### config.mk
export PLATFORM = sky130hd
export DESIGN_NAME = gf_alu
export DESIGN_NICKNAME = d
export VERILOG_FILES = /design/src/rtl/gf_alu.sv
export SDC_FILE = /design/constraint.sdc
export NUM_CORES = 2
export LEC_CHECK = 0
export CORE_MARGIN = 2
export CORE_UTILIZATION = 45
export DETAILED_ROUTE_END_ITERATION = 10
export PLACE_DENSITY = 0.73
export SYNTH_ARGS = -nofsm -noshare
export SYNTH_HDL_FRONTEND = slang
export SYNTH_SLANG_ARGS = --single-unit
### constraint.sdc
create_clock -name i_clk -period 10.54 [get_ports i_clk]
set_clock_uncertainty 0.05 [all_clocks]
set_input_delay 1.054 -clock i_clk [delete_from_list [all_inputs] [get_ports i_clk]]
set_output_delay 1.054 -clock i_clk [all_outputs]
set_load 0.02 [all_outputs]
### src/rtl/gf_alu.sv
// Prime-field ALU: modular add, sub, multiply (MSB-first double-and-add) and
// divide (binary extended inversion). One operation in flight, registered results.
module gf_alu #(
    parameter int unsigned WIDTH   = 32,
    parameter int unsigned INV_MAX = 2 * WIDTH + 2
) (
    input  logic             i_clk,
    input  logic             i_rst,
    input  logic             i_valid,
    output logic             o_ready,
    input  logic [1:0]       i_op,
    input  logic [WIDTH-1:0] i_a,
    input  logic [WIDTH-1:0] i_b,
    input  logic [WIDTH-1:0] i_prime,
    output logic             o_valid,
    output logic [WIDTH-1:0] o_result,
    output logic             o_err
);
    localparam int unsigned CNT_MAX = (INV_MAX > WIDTH) ? INV_MAX : WIDTH;
    localparam int unsigned CNT_W   = $clog2(CNT_MAX + 1);

    typedef enum logic [2:0] {IDLE, ADDSUB, MUL, INV, DONE} state_t;

    state_t           state_q, state_d;
    logic             sub_q, sub_d;
    logic             err_q, err_d;
    logic [WIDTH-1:0] a_q, a_d;
    logic [WIDTH-1:0] b_q, b_d;
    logic [WIDTH-1:0] p_q, p_d;
    logic [WIDTH-1:0] u_q, u_d;
    logic [WIDTH-1:0] v_q, v_d;
    logic [WIDTH-1:0] x1_q, x1_d;
    logic [WIDTH-1:0] x2_q, x2_d;
    logic [CNT_W-1:0] cnt_q, cnt_d;
    logic             ready_d, valid_d, oerr_d;
    logic [WIDTH-1:0] result_d;
    logic [WIDTH-1:0] mul_dbl, mul_nxt;

    // (x + y) mod m with a single conditional subtract on WIDTH+1 bits
    function automatic logic [WIDTH-1:0] mod_add(input logic [WIDTH-1:0] x,
                                                 input logic [WIDTH-1:0] y,
                                                 input logic [WIDTH-1:0] m);
        logic [WIDTH:0] s;
        s = {1'b0, x} + {1'b0, y};
        if (s >= {1'b0, m}) begin
            s = s - {1'b0, m};
        end
        return WIDTH'(s);
    endfunction

    function automatic logic [WIDTH-1:0] mod_sub(input logic [WIDTH-1:0] x,
                                                 input logic [WIDTH-1:0] y,
                                                 input logic [WIDTH-1:0] m);
        logic [WIDTH:0] s;
        if (x >= y) begin
            s = {1'b0, x} - {1'b0, y};
        end else begin
            s = {1'b0, x} + {1'b0, m} - {1'b0, y};
        end
        return WIDTH'(s);
    endfunction

    // x / 2 mod m; odd x is lifted by m first so the shift is exact
    function automatic logic [WIDTH-1:0] halve(input logic [WIDTH-1:0] x,
                                               input logic [WIDTH-1:0] m);
        logic [WIDTH:0] s;
        s = x[0] ? ({1'b0, x} + {1'b0, m}) : {1'b0, x};
        return WIDTH'(s >> 1);
    endfunction

    // Next-state, datapath and output decode
    always_comb begin
        state_d  = state_q;
        sub_d    = sub_q;
        err_d    = err_q;
        a_d      = a_q;
        b_d      = b_q;
        p_d      = p_q;
        u_d      = u_q;
        v_d      = v_q;
        x1_d     = x1_q;
        x2_d     = x2_q;
        cnt_d    = cnt_q;
        valid_d  = 1'b0;
        oerr_d   = o_err;
        result_d = o_result;
        mul_dbl  = mod_add(x1_q, x1_q, p_q);
        mul_nxt  = a_q[WIDTH-1] ? mod_add(mul_dbl, b_q, p_q) : mul_dbl;

        case (state_q)
            IDLE: begin
                if (i_valid && o_ready) begin
                    a_d   = i_a;
                    b_d   = i_b;
                    p_d   = i_prime;
                    sub_d = i_op[0];
                    err_d = 1'b0;
                    cnt_d = '0;
                    u_d   = i_b;
                    v_d   = i_prime;
                    x2_d  = '0;
                    case (i_op)
                        2'd0, 2'd1: state_d = ADDSUB;
                        2'd2: begin
                            x1_d    = '0;
                            state_d = MUL;
                        end
                        default: begin
                            x1_d = i_a;
                            if (i_b == '0) begin
                                x1_d    = '0;
                                err_d   = 1'b1;
                                state_d = DONE;
                            end else begin
                                state_d = INV;
                            end
                        end
                    endcase
                end
            end
            ADDSUB: begin
                x1_d    = sub_q ? mod_sub(a_q, b_q, p_q) : mod_add(a_q, b_q, p_q);
                state_d = DONE;
            end
            MUL: begin
                x1_d  = mul_nxt;
                a_d   = a_q << 1;
                cnt_d = cnt_q + CNT_W'(1);
                if (cnt_q == CNT_W'(WIDTH - 1)) begin
                    state_d = DONE;
                end
            end
            INV: begin
                // Invariants: x1*b == a*u and x2*b == a*v (mod p)
                if (u_q == WIDTH'(1)) begin
                    state_d = DONE;
                end else if (v_q == WIDTH'(1)) begin
                    x1_d    = x2_q;
                    state_d = DONE;
                end else if (cnt_q == CNT_W'(INV_MAX)) begin
                    x1_d    = '0;
                    err_d   = 1'b1;
                    state_d = DONE;
                end else begin
                    cnt_d = cnt_q + CNT_W'(1);
                    if (!u_q[0]) begin
                        u_d  = u_q >> 1;
                        x1_d = halve(x1_q, p_q);
                    end else if (!v_q[0]) begin
                        v_d  = v_q >> 1;
                        x2_d = halve(x2_q, p_q);
                    end else if (u_q >= v_q) begin
                        u_d  = u_q - v_q;
                        x1_d = mod_sub(x1_q, x2_q, p_q);
                    end else begin
                        v_d  = v_q - u_q;
                        x2_d = mod_sub(x2_q, x1_q, p_q);
                    end
                end
            end
            DONE: begin
                valid_d  = 1'b1;
                oerr_d   = err_q;
                result_d = x1_q;
                state_d  = IDLE;
            end
            default: state_d = IDLE;
        endcase

        // Ready reopens only after the completion pulse has been seen
        ready_d = (state_d == IDLE) && (state_q != DONE);
    end

    always_ff @(posedge i_clk or negedge i_rst) begin
        if (!i_rst) begin
            state_q  <= IDLE;
            sub_q    <= 1'b0;
            err_q    <= 1'b0;
            a_q      <= '0;
            b_q      <= '0;
            p_q      <= '0;
            u_q      <= '0;
            v_q      <= '0;
            x1_q     <= '0;
            x2_q     <= '0;
            cnt_q    <= '0;
            o_ready  <= 1'b1;
            o_valid  <= 1'b0;
            o_err    <= 1'b0;
            o_result <= '0;
        end else begin
            state_q  <= state_d;
            sub_q    <= sub_d;
            err_q    <= err_d;
            a_q      <= a_d;
            b_q      <= b_d;
            p_q      <= p_d;
            u_q      <= u_d;
            v_q      <= v_d;
            x1_q     <= x1_d;
            x2_q     <= x2_d;
            cnt_q    <= cnt_d;
            o_ready  <= ready_d;
            o_valid  <= valid_d;
            o_err    <= oerr_d;
            o_result <= result_d;
        end
    end

endmodule

Placement density heat map:
The die is cut into 30 by 30 equal tiles; black is low, pale yellow is high, 0 to 100% covered.
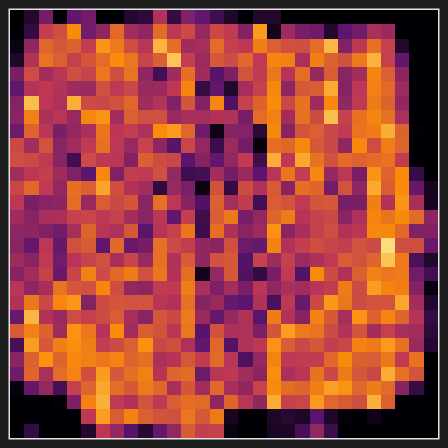
8.3% of the tiles are nearly empty. The mean over all tiles is 46%. 5.4% of the tiles are over 75% full. The fullest tile reaches 93%.

Placed cells, one colour a class:
Scale bar: 100 um. Fill, decap, tap and diode cells in grey.
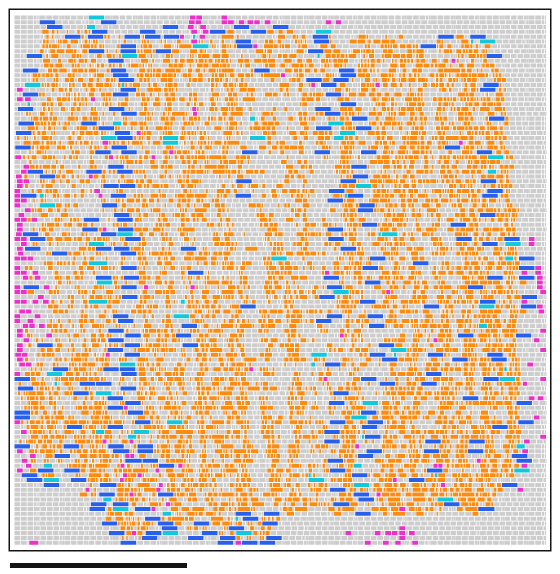
Blue marks flops, cells 271. Cyan marks clock drivers and dummy loads, cells 75. Magenta marks other buffers and delay cells, cells 187. Orange marks combinational and other logic, cells 4,903.
sequential fraction of total cell area: 0.153
standard-cell rows: 110
core region area: 89,900 um^2
final core utilization: 0.493

Congestion heat map:
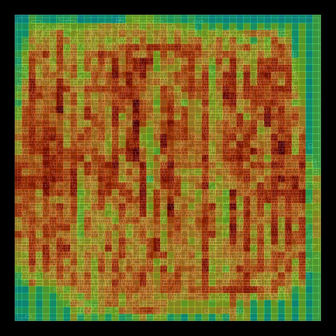
GR met1 Demand/Resource: 0.479
routing layer with the top usage in global route: met2
met2 track demand over resource in global routing: 0.578
GRT met3 Usage: 0.0565
GRT Overall Usage: 0.367

==> notes.md <==
Item: results of the latest flow run.

- The synthesis stats list as the most numerous cell sky130_fd_sc_hd__nand2_1.
- The area share of the largest cell type after synthesis is 0.166.
- The top routing layer in use is met5.
- The share of the clock period used by the worst path is 0.873.
- The maximum single-stage delay on the critical path is 0.46 ns.
- The floorplan step set the die height to 305 um.
- After synthesis, the largest family of logic cells by area is AND-OR/OR-AND gates.
- The number of buffer cells added on primary ports is 135.
- The first-pass GRT wire length is 258,000 um.
- Per the final layout report, the fraction of cells sized above drive strength 1 comes to 0.0464.
- In this run the critical register-to-register path is launched from p_q[24].
- The run finished with clean final reports.
- In the post-synthesis netlist, the biggest area contributors are sky130_fd_sc_hd__dfrtp_1 17%, sky130_fd_sc_hd__ha_1 15%, sky130_fd_sc_hd__a21oi_1 6.1%.
- The layout overhead on the synthesized area is 8.95%.
- Entering global routing, the biggest net connects 102 pins.
- The data required time of the worst path is 10.96 ns.
- The worst setup timing slack at the placement stage is 1.51 ns.
- The worst-path maximum fanout is 34.
- Measured against its own limit, the worst slew margin works out to 0.0204.
- STA classifies the critical path endpoint as a flip-flop.
- In this run, the synthesized area fraction spent on xor and xnor cells is recorded as 0.0895.
- The synthesis area per yosys is 40,700 um^2.
- The post-detailed-routing wire length is 177,000 um.
==> final cells by class <==
class / count / area share
clock inverter: 14 / 0.00322
inverter: 423 / 0.0358
multi-input combinational: 4480 / 0.707
antenna: 3 / 0.000169
timing repair buffer: 187 / 0.0394
clock buffer: 61 / 0.0280
sequential: 271 / 0.153
tap: 1176 / 0.0332
==> worst paths after layout <==
path / to / slack, ns / depth (start not counted)
worst min register to register: o_result[0] / 0.46 / 1
min in group asynchronous: cnt_q[6] / 0.47 / 1
worst max register to register: x1_q[28] / 1.34 / 35
worst max-delay path: x1_q[28] / 1.34 / 35
max in group asynchronous: x2_q[31] / 8.32 / 2
worst min-delay path: o_result[0] / 0.46 / 1
